run_1/clocks.png
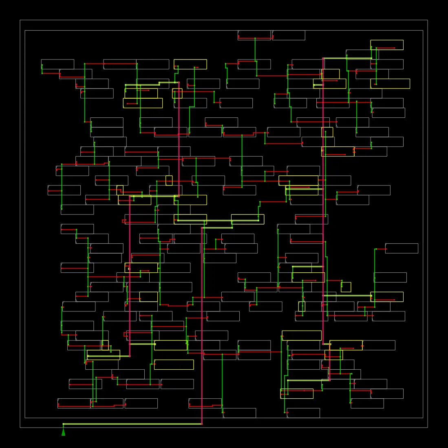
run_1/detail.png
The bar under the picture is 5 um long. Region (47, 70) to (67, 90) um. Cells in grey, sequential cells in the stronger grey; small squares are vias.
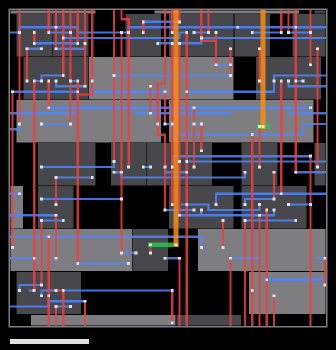
run_1/metal_density.png
23 x 23 tiles, from white (low) to dark blue (high), scaled to the fullest tile. Values are wire area over tile area, all layers added.
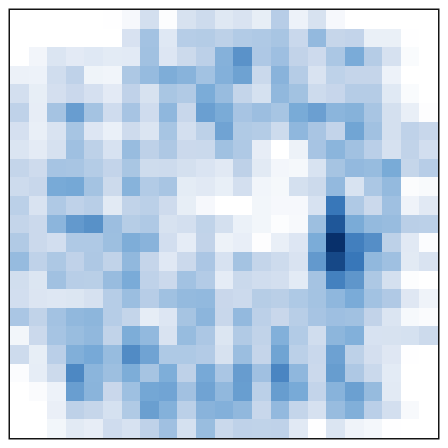
run_1/io_placement.png
The bar under the picture is 20 um long. Pins as bars across the die edge, other pins in grey.
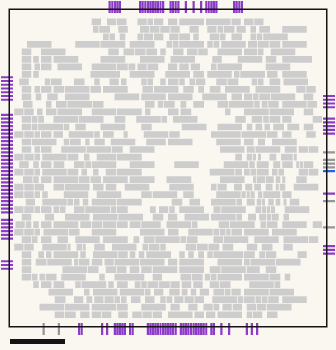
--- src/rtl/result_serializer.sv ---
// Parallel-in, serial-out result port: captures one cipher block and shifts it
// out MSB first, one bit per cycle while the host holds cs low.
module result_serializer #(
    parameter int unsigned datasize = 128
) (
    input  logic                clk,
    input  logic                rst,
    input  logic                load,
    input  logic [datasize-1:0] data_in,
    input  logic                cs,
    output logic                miso,
    output logic                ready,
    output logic                busy,
    output logic                done,
    output logic                overrun
);

    localparam int unsigned CNT_W = $clog2(datasize);
    localparam logic [CNT_W-1:0] LAST_BIT = CNT_W'(datasize - 1);

    typedef enum logic [1:0] {
        IDLE   = 2'd0,
        LOADED = 2'd1,
        SHIFT  = 2'd2,
        DONE   = 2'd3
    } state_t;

    state_t              state;
    state_t              state_nxt;
    logic [datasize-1:0] shreg;
    logic [datasize-1:0] shreg_nxt;
    logic [CNT_W-1:0]    cnt;
    logic [CNT_W-1:0]    cnt_nxt;
    logic                overrun_nxt;

    // State and datapath registers
    always_ff @(posedge clk or negedge rst) begin
        if (!rst) begin
            state   <= IDLE;
            shreg   <= '0;
            cnt     <= '0;
            overrun <= 1'b0;
        end else begin
            state   <= state_nxt;
            shreg   <= shreg_nxt;
            cnt     <= cnt_nxt;
            overrun <= overrun_nxt;
        end
    end

    // Next-state and datapath update; a load while busy only raises overrun
    always_comb begin
        state_nxt   = state;
        shreg_nxt   = shreg;
        cnt_nxt     = cnt;
        overrun_nxt = overrun;
        case (state)
            IDLE, DONE: begin
                if (load) begin
                    shreg_nxt   = data_in;
                    overrun_nxt = 1'b0;
                    state_nxt   = LOADED;
                end else begin
                    state_nxt = IDLE;
                end
            end
            LOADED: begin
                if (load) begin
                    overrun_nxt = 1'b1;
                end
                if (!cs) begin
                    cnt_nxt   = '0;
                    state_nxt = SHIFT;
                end
            end
            SHIFT: begin
                if (load) begin
                    overrun_nxt = 1'b1;
                end
                if (!cs) begin
                    if (cnt == LAST_BIT) begin
                        state_nxt = DONE;
                    end else begin
                        shreg_nxt = {shreg[datasize-2:0], 1'b0};
                        cnt_nxt   = cnt + CNT_W'(1);
                    end
                end
            end
            default: begin
                state_nxt = IDLE;
            end
        endcase
    end

    // Status decode straight from the state register
    always_comb begin
        miso  = 1'b0;
        ready = 1'b0;
        busy  = 1'b0;
        done  = 1'b0;
        case (state)
            LOADED: begin
                ready = 1'b1;
                busy  = 1'b1;
            end
            SHIFT: begin
                busy = 1'b1;
                miso = shreg[datasize-1];
            end
            DONE: begin
                done = 1'b1;
            end
            default: begin
                miso = 1'b0;
            end
        endcase
    end

endmodule
--- config.mk ---
export PLATFORM = sky130hd
export DESIGN_NAME = result_serializer
export DESIGN_NICKNAME = d
export VERILOG_FILES = /design/src/rtl/result_serializer.sv
export SDC_FILE = /design/constraint.sdc
export NUM_CORES = 1
export LEC_CHECK = 0
export ABC_CLOCK_PERIOD_IN_PS = 2800
export CAP_MARGIN = 0
export CORE_UTILIZATION = 50
export CTS_CLUSTER_DIAMETER = 60
export DETAILED_ROUTE_END_ITERATION = 16
export HOLD_SLACK_MARGIN = 0.02
export PLACE_DENSITY = 0.9
export SLEW_MARGIN = 20
export SYNTH_ARGS = -nofsm -noshare
export SYNTH_HDL_FRONTEND = slang
export SYNTH_SLANG_ARGS = --single-unit
--- constraint.sdc ---
create_clock -name clk -period 2.8 [get_ports clk]
set_input_delay 0.42 -clock clk [delete_from_list [all_inputs] [get_ports clk]]
set_output_delay 0.42 -clock clk [all_outputs]
set_load 0.02 [all_outputs]
==> COMMIT_EDITMSG, run 1 <==
Log flow metrics for this revision

* Outcome: finished, final reports clean
- The critical path maximum fanout is 17.
* Share of the synthesized area in the top cell type: 0.546
- DRC violation count after routing: 0
- Vias per inst: 5.81
- For the worst flop-to-flop path, the logic depth is 6.
* Largest voltage drop on the vdd net: 565 uV
* Data required time at the worst endpoint: 2380 ps
* Number of standard cells reported by yosys: 498
* Routed len/inst: 18.5 um
- Number of nets in the layout: 752
- The layout summary lists the proportion of cells stronger than drive strength 1 as 0.431.
* Unique cell type count in the Yosys netlist: 37
* Clock Root Buffer: sky130_fd_sc_hd__clkbuf_16
* Via count of the first global-routing pass: 4904
- Worst Setup Start Kind: register
- Layout overhead on the synthesized area: 33.5%
* Cell type of the slowest stage on the worst timing path: sky130_fd_sc_hd__clkdlybuf4s50_1
- I/O pin cnt: 137
* Core outline area: 12200 um^2
* Reg-to-reg endpoint: shreg[14]
- TritonRoute pass-1 iters: 4
- Dividing the final minimum period by the clock period gives 0.935.
- Depth of the CTS H-tree: 4
* Number of DRC markers in iteration 0: 407
* Initial antenna violation count: 0
* Max-slew headroom at the worst pin: 0.569
- Relative contribution of sequential cells to total power: 0.354
- The launch point of the worst register-to-register path is recorded as state[0].
- Largest net degree at the start of global routing: 88
* Number of warnings the tools reported: 28
- For the worst setup path, the data arrival time is 2200 ps.
* Global placer's final weighted congestion: 0.794
- Power share of the clock group: 0.259
* Cell type with the highest aggregate area in the netlist: sky130_fd_sc_hd__dfrtp_1
- Across all register-to-register paths, the minimum setup slack is 340 ps.
* Type of element capturing the critical path: output pin
- Fill cells in the final layout number 845.
## Picture notes: clocks.png
final clock skew: 6.53 ps
clock insertion delay at the later pin of the skew report: 420 ps

## Picture notes: detail.png
[orange] metal 4
[red] metal 2
[green] metal 3
[blue] metal 1
most frequent: or2_2 (9), o221a_2 (6), dfrtp_1 (6)
cells with their middle in the window: 23
netlist names of flops here include: shreg (6)
sequential cells in the window: 6

## Picture notes: metal_density.png
mean over tiles: 0.18
nearly empty tiles: 9.8%
tiles over half the peak: 7.4%
fullest tile: 0.67
via count of the routed design: 4630
total global routing track utilization: 0.241

## Picture notes: io_placement.png
[purple] data_in | pins: 128 | direction: input | edge: 43 left, 41 bottom, 31 top, 13 right
[blue] ready | pins: 1 | direction: output | edge: right
Chip Width: 114 um
height of the die: 114 um
total of buffers placed on input and output ports: 136

[run 1: layout make-up]
cell class | instances | area, um^2 | share of cell area
sequential | 138 | 3450 | 0.409
multi-input combinational | 307 | 2620 | 0.310
timing repair buffer | 145 | 1470 | 0.174
clock buffer | 20 | 467 | 0.0553
tap | 168 | 210 | 0.0249
clock inverter | 12 | 194 | 0.0230
inverter | 7 | 26.3 | 0.00311
[run 1: power by group through the flow]
| stage | combinational (mW) | clock (mW) | sequential [mW] |
|---|---|---|---|
| 4_1_cts | 3.76 | 2.54 | 3.40 |
| 3_3_place_gp | 3.52 | 0 | 3.35 |
| 6_report | 3.73 | 2.50 | 3.41 |
| 2_1_floorplan | 2.93 | 0 | 3.23 |
| 3_5_place_dp | 3.76 | 0 | 3.39 |
| 5_1_grt | 4.07 | 2.62 | 3.49 |
[run 1: critical path, delay by kind of cell (launching register included)]
kind,cells,cell delay (ps)
AND/OR/NAND/NOR,1,210
adder cells (fa/ha/maj),1,490
flip-flops,1,410
buffers and inverters,2,670
[run 1: cell usage after synthesis (all sizes together)]
cell type  instances
a2111o             1
a2111oi            1
a211oi             2
a21oi              5
a311o              1
a31oi              2
a41oi              1
and2               4
and3               1
and4               2
buf               22
clkbuf            24
dfrtp            138
ha                 4
inv                7
mux2               3
mux2i              1
nand2              6
nand3              2
nand3b             1
nand4              3
nor2               1
nor2b              2
o211a              1
o211ai             1
o21ai              2
o21ba              1
o21bai             1
o221a            127
o22a               1
o22ai              1
o311ai             1
or2              127
or4                1
[run 1: stage by stage]
step,hold slack (ps),setup slack [ps],util,cell area (um^2),std cells
after floorplan,124,740,-,6320,498
after global placement,341,527,0.639,7770,764
after detailed placement,352,367,0.639,7770,764
after CTS,464,166,0.694,8440,797
after global routing,487,50.2,0.694,8440,797
final,453,181,0.694,8440,797
[run 1: what timing repair did]
item | CTS | global route
hold buffers | 1 | 0
endpoints found under the setup margin | 0 | 0
endpoints found under the hold margin | 38 | 0
gates resized | 0 | 0
[run 1: worst max-delay path by stage]
stage | from | to | cells after the start
final | state[0] | miso | 4
after global routing | state[0] | miso | 4
after CTS | state[0] | miso | 4
after detailed placement | state[0] | shreg[116] | 6
after global placement | state[0] | shreg[86] | 6
after floorplan | cnt[0] | shreg[56] | 8
[run 1: logic make-up after synthesis]
group,count (synthesis),share of synthesized area
buffers and inverters,53,0.0410
AOI/OAI and AO/OA,149,0.252
DFF,138,0.546
adders and majority gates,4,0.00792
muxes,4,0.00693
and+or+nand+nor,150,0.146
[run 1: state kept, by name, summed over array words and instances, names as in the netlist]
| name | cells |
|---|---|
| cnt | 7 |
| overrun | 1 |
| shreg | 128 |
| state | 2 |
[run 1: metal layers]
layer / vias up / track usage / share of wire
met1: 2318 / 0.303 / 0.44
met5: - / 0 / 0
met3: 33 / 0.0519 / 0.041
li1: 2144 / - / -
met4: 0 / 0.121 / 0.028
met2: 135 / 0.396 / 0.49
run_1/logic_types.png
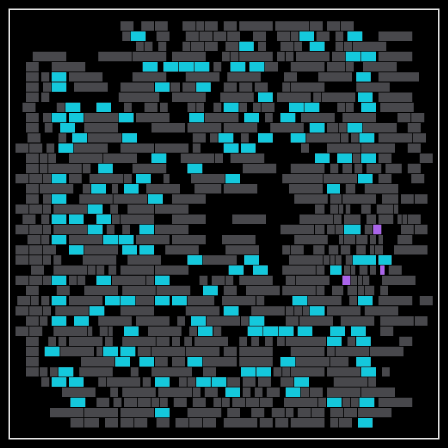

==> run 1 -> run 2 <==
- ABC_CLOCK_PERIOD_IN_PS: 2800 -> 2600
- SETUP_SLACK_MARGIN: default -> 0.3
- clock period: 2.8 -> 2.6 ns (I/O delays scaled with it)
run_2/logic_types.png
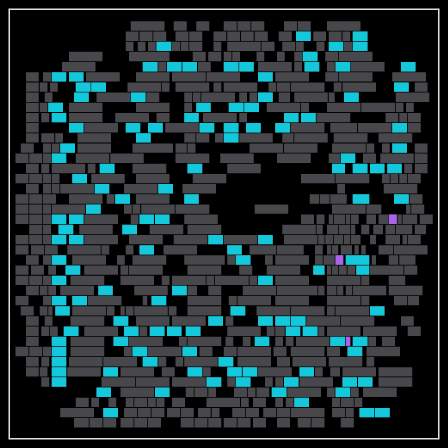
[cyan] AND-OR and OR-AND gates | cells: 132 | where: all over the die
[purple] NOR gates | cells: 3
final non-filler cell total: 797
most common cell after layout, fill and taps aside: sky130_fd_sc_hd__dfrtp_1
combinational share of cell area: 0.312

run_2/io_placement.png
The bar under the picture is 20 um long. Pins as bars across the die edge, other pins in grey.
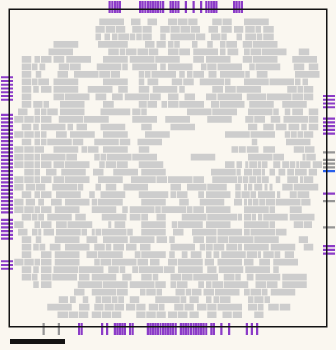
[purple] data_in | pins: 128 | direction: input | edge: 43 left, 41 bottom, 31 top, 13 right
[blue] ready | pins: 1 | direction: output | edge: right

==> COMMIT_EDITMSG, run 2 <==
Log flow metrics for this revision

- The pre-antenna-repair detailed-routing pass consisted of 5 iterations.
* Final clock skew: 14.9 ps
* Vias per inst: 5.82
- The detailed router finished its first iteration with 371 violations.
- The largest registers in the layout are shreg (128), cnt (7), state (2).
- Number of buffer and inverter instances along the worst setup path: 1
- Post-route fraction of the period consumed by the critical path: 0.857
- In the final layout, the fill cell count is 859.
- The via count of the first global-routing pass is 4741.
- Via count of the routed design: 4642
* Worst hold margin: 516 ps
- Of the post-synthesis cell area, the dominant cell type holds 0.546.
* Dominant synthesized flop cell: sky130_fd_sc_hd__dfrtp_1
* Chip Width: 114 um
- Share of layout cells above drive strength 1: 0.429
- After its last routability iteration, the placer logged a weighted congestion of 0.787.
- The OpenROAD report gives the critical path a data arrival time of 2510 ps.
- Yosys mapped the design onto 37 distinct sky130hd cell types.
* DRC violation count after routing: 0
- Per the CTS log, the maximum H-tree level is 4.
- Across the whole layout, storage elements account for 3450 um^2.
* Comb gate area: 2620 um^2
- Number of nets in the layout: 752
* Cell types with the highest counts after synthesis: sky130_fd_sc_hd__dfrtp_1, sky130_fd_sc_hd__or2_2, sky130_fd_sc_hd__o221a_2
- Max-slew headroom at the worst pin: 0.586
* Crit path max fanout: 76
- Outcome: finished, final reports clean
- During I/O placement, the number of pins put on the boundary was 137.
- Layout overhead on the synthesized area: 33.0%
- Initial antenna violation count: 0
- sky130_fd_sc_hd__dfrtp_1 takes more of the synthesized area than any other cell.
- Post-synth tally of flip-flops with integrated enable: 0
* Routed len/inst: 18.0 um
- Sorting the synthesis cell report by count puts at the top sky130_fd_sc_hd__dfrtp_1.
==> run 2: cells by family (layout without fill, tap and decap cells) <==
family | count (synthesis) | after routing | synth area share
and+or+nand+nor | 150 | 150 | 0.146
AOI/OAI and AO/OA | 149 | 149 | 0.252
DFF | 138 | 138 | 0.546
buffers and inverters | 53 | 184 | 0.0410
adders and majority gates | 4 | 4 | 0.00792
muxes | 4 | 4 | 0.00693
==> run 2: worst register-to-register path, cell delays in order (launching register included) <==
cell and delay, ps:
sky130_fd_sc_hd__dfrtp_1 420, sky130_fd_sc_hd__ha_1 290, sky130_fd_sc_hd__and4_1 300, sky130_fd_sc_hd__a2111o_2 460
sky130_fd_sc_hd__buf_6 240, sky130_fd_sc_hd__o221a_2 400
==> run 2: final cells by class <==
class,count,share of cell area
Sequential cell,138,0.411
Multi-Input combinational cell,307,0.312
Timing Repair Buffer,145,0.175
Clock buffer,18,0.0511
Tap cell,168,0.0250
Clock inverter,14,0.0234
Inverter,7,0.00313
==> run 2: what timing repair did <==
item / 4_1_cts / 5_1_grt
endpoints found under the hold margin: 66 / 0
cloned: 0 / 0
hold buffers: 1 / 0
gates resized: 3 / 0
endpoints found under the setup margin: 16 / 49
pin swaps: 0 / 0
==> run 2: per-stage QoR <==
step | utilization | power [mW]
after floorplan | - | 6.63
after global placement | 0.639 | 7.40
after detailed placement | 0.639 | 7.70
after CTS | 0.691 | 10.3
after global routing | 0.691 | 10.8
final | 0.691 | 10.2
==> run 2: metal layers <==
layer | share of wire | track usage | wire length (um)
met1 | 0.43 | 0.299 | 6130
met2 | 0.51 | 0.390 | 7380
met3 | 0.038 | 0.0450 | 545
met4 | 0.021 | 0.0996 | 297
met5 | 0 | 0 | 0
==> run 2: worst paths after layout <==
kind / from / to / slack (ps) / depth (start not counted)
worst min-delay path: overrun / overrun / 520 / 1
worst min register to register: overrun / overrun / 520 / 1
worst max-delay path: cnt[0] / shreg[7] / 370 / 5
min in group asynchronous: rst / shreg[9] / 550 / 2
worst max register to register: cnt[0] / shreg[7] / 370 / 5
max in group asynchronous: rst / shreg[58] / 1230 / 3
==> run 2: where the power goes <==
group	internal [mW]	switching [mW]	leakage (nW)	total, mW
logic	2.24	1.78	1.32	4.02
clock network	1.61	0.908	0.296	2.52
registers	3.08	0.583	1.46	3.66
total	6.93	3.27	3.07	10.2
==> run 2 -> run 3 <==
- CTS_CLUSTER_DIAMETER: 60 -> default
run_3/detail.png
The bar under the picture is 5 um long. Region (47, 70) to (67, 90) um. Cells in grey, sequential cells in the stronger grey; small squares are vias.
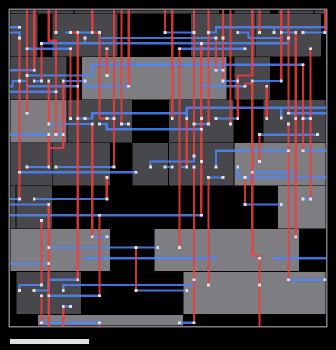
[red] metal 2
[blue] metal 1
sequential cells in the window: 5
cells with their middle in the window: 20
most frequent: o221a_2 (8), dfrtp_1 (5), or2_2 (4)
netlist names of flops here include: shreg (5)

==> COMMIT_EDITMSG, run 3 <==
Log flow metrics for this revision

- The synthesized design contains 0 enable-type register cells.
- Once placement finished, the instance area stood at 7770 um^2.
* Most common cell after layout, fill and taps aside: sky130_fd_sc_hd__dfrtp_1
- Registers with the highest flip-flop counts: shreg (128), cnt (7), state (2)
- The final route contains 4642 vias.
* Max-slew headroom at the worst pin: 0.586
- According to the floorplan report, the die height is 114 um.
- Hold is met by 516 ps.
- Total of buffers placed on input and output ports: 136
- At the worst endpoint, the arrival time is 2510 ps.
- The critical path maximum fanout is 76.
- Core outline area: 12200 um^2
- Vias per inst: 5.82
- Of all cell types, the one taking the most synthesized area is sky130_fd_sc_hd__dfrtp_1.
- Initial antenna violation count: 0
- I/O pin cnt: 137
- Once layout is complete, the cells apart from fillers number 797.
- The synthesized netlist contains 37 unique library cells.
- Entering global routing, the biggest net connects 77 pins.
- Post-route fraction of the period consumed by the critical path: 0.857
* Outcome: finished, final reports clean
- The register with the most flip-flops in the layout has 128 of them.
- In this run the tools logged warnings totalling 29.
- Layout overhead on the synthesized area: 33.0%
* Final clock skew: 14.9 ps
- Post-Place Worst Slack: 302 ps
- Depth of the CTS H-tree: 4
* Final Core Density: 0.691
- The iteration count recorded for the first detailed-route pass is 5.
* Top reg by flops: shreg
- Clock insertion delay at the later pin of the skew report: 400 ps
- On the critical path, the stage with the largest delay is an instance of sky130_fd_sc_hd__a2111o_2.
run_3/logic_types.png
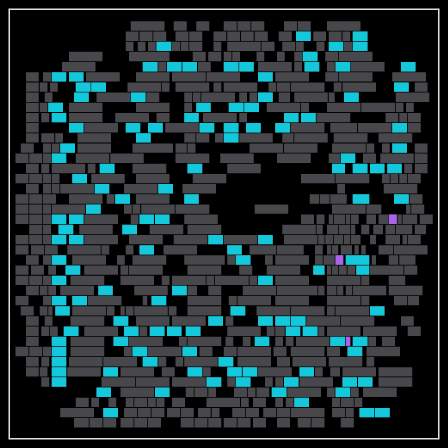
[cyan] AND-OR and OR-AND gates | cells: 132 | where: all over the die
[purple] NOR gates | cells: 3

run 3: power by group:
part	total, mW	internal [mW]	switching, mW
clock network	2.52	1.61	0.908
registers	3.66	3.08	0.583
logic	4.02	2.24	1.78
total	10.2	6.93	3.27
run 3: logic make-up (layout without fill, tap and decap cells):
kind of cell	Yosys count	count (layout)	share of synthesized area
and+or+nand+nor	150	150	0.146
AOI/OAI and AO/OA	149	149	0.252
adders and majority gates	4	4	0.00792
buffers and inverters	53	184	0.0410
muxes	4	4	0.00693
DFF	138	138	0.546
run 3: final timing paths:
path	from	endpoint	slack (ps)	depth (start not counted)
worst max-delay path	cnt[0]	shreg[7]	370	5
worst min-delay path	overrun	overrun	520	1
worst max register to register	cnt[0]	shreg[7]	370	5
worst min register to register	overrun	overrun	520	1
max in group asynchronous	rst	shreg[58]	1230	3
min in group asynchronous	rst	shreg[9]	550	2
run 3: routing by layer:
metal / vias up / part of all wire / track usage
met5: - / 0 / 0
met4: 0 / 0.021 / 0.0996
met3: 23 / 0.038 / 0.0450
met2: 144 / 0.51 / 0.390
met1: 2326 / 0.43 / 0.299
li1: 2149 / - / -
run 3: timing repair:
action / CTS / global route
gates resized: 3 / 0
cloned: 0 / 0
setup endpoints to repair: 16 / 49
setup buffers: 0 / 0
endpoints found under the hold margin: 66 / 0
hold buffers: 1 / 0
run 3: cell type report:
type | count | area (um^2) | share of cell area
Tap cell | 168 | 210 | 0.0250
Clock buffer | 18 | 429 | 0.0511
Sequential cell | 138 | 3450 | 0.411
Inverter | 7 | 26.3 | 0.00313
Multi-Input combinational cell | 307 | 2620 | 0.312
Timing Repair Buffer | 145 | 1470 | 0.175
Clock inverter | 14 | 196 | 0.0234
Power and IR drop assume default switching activity.
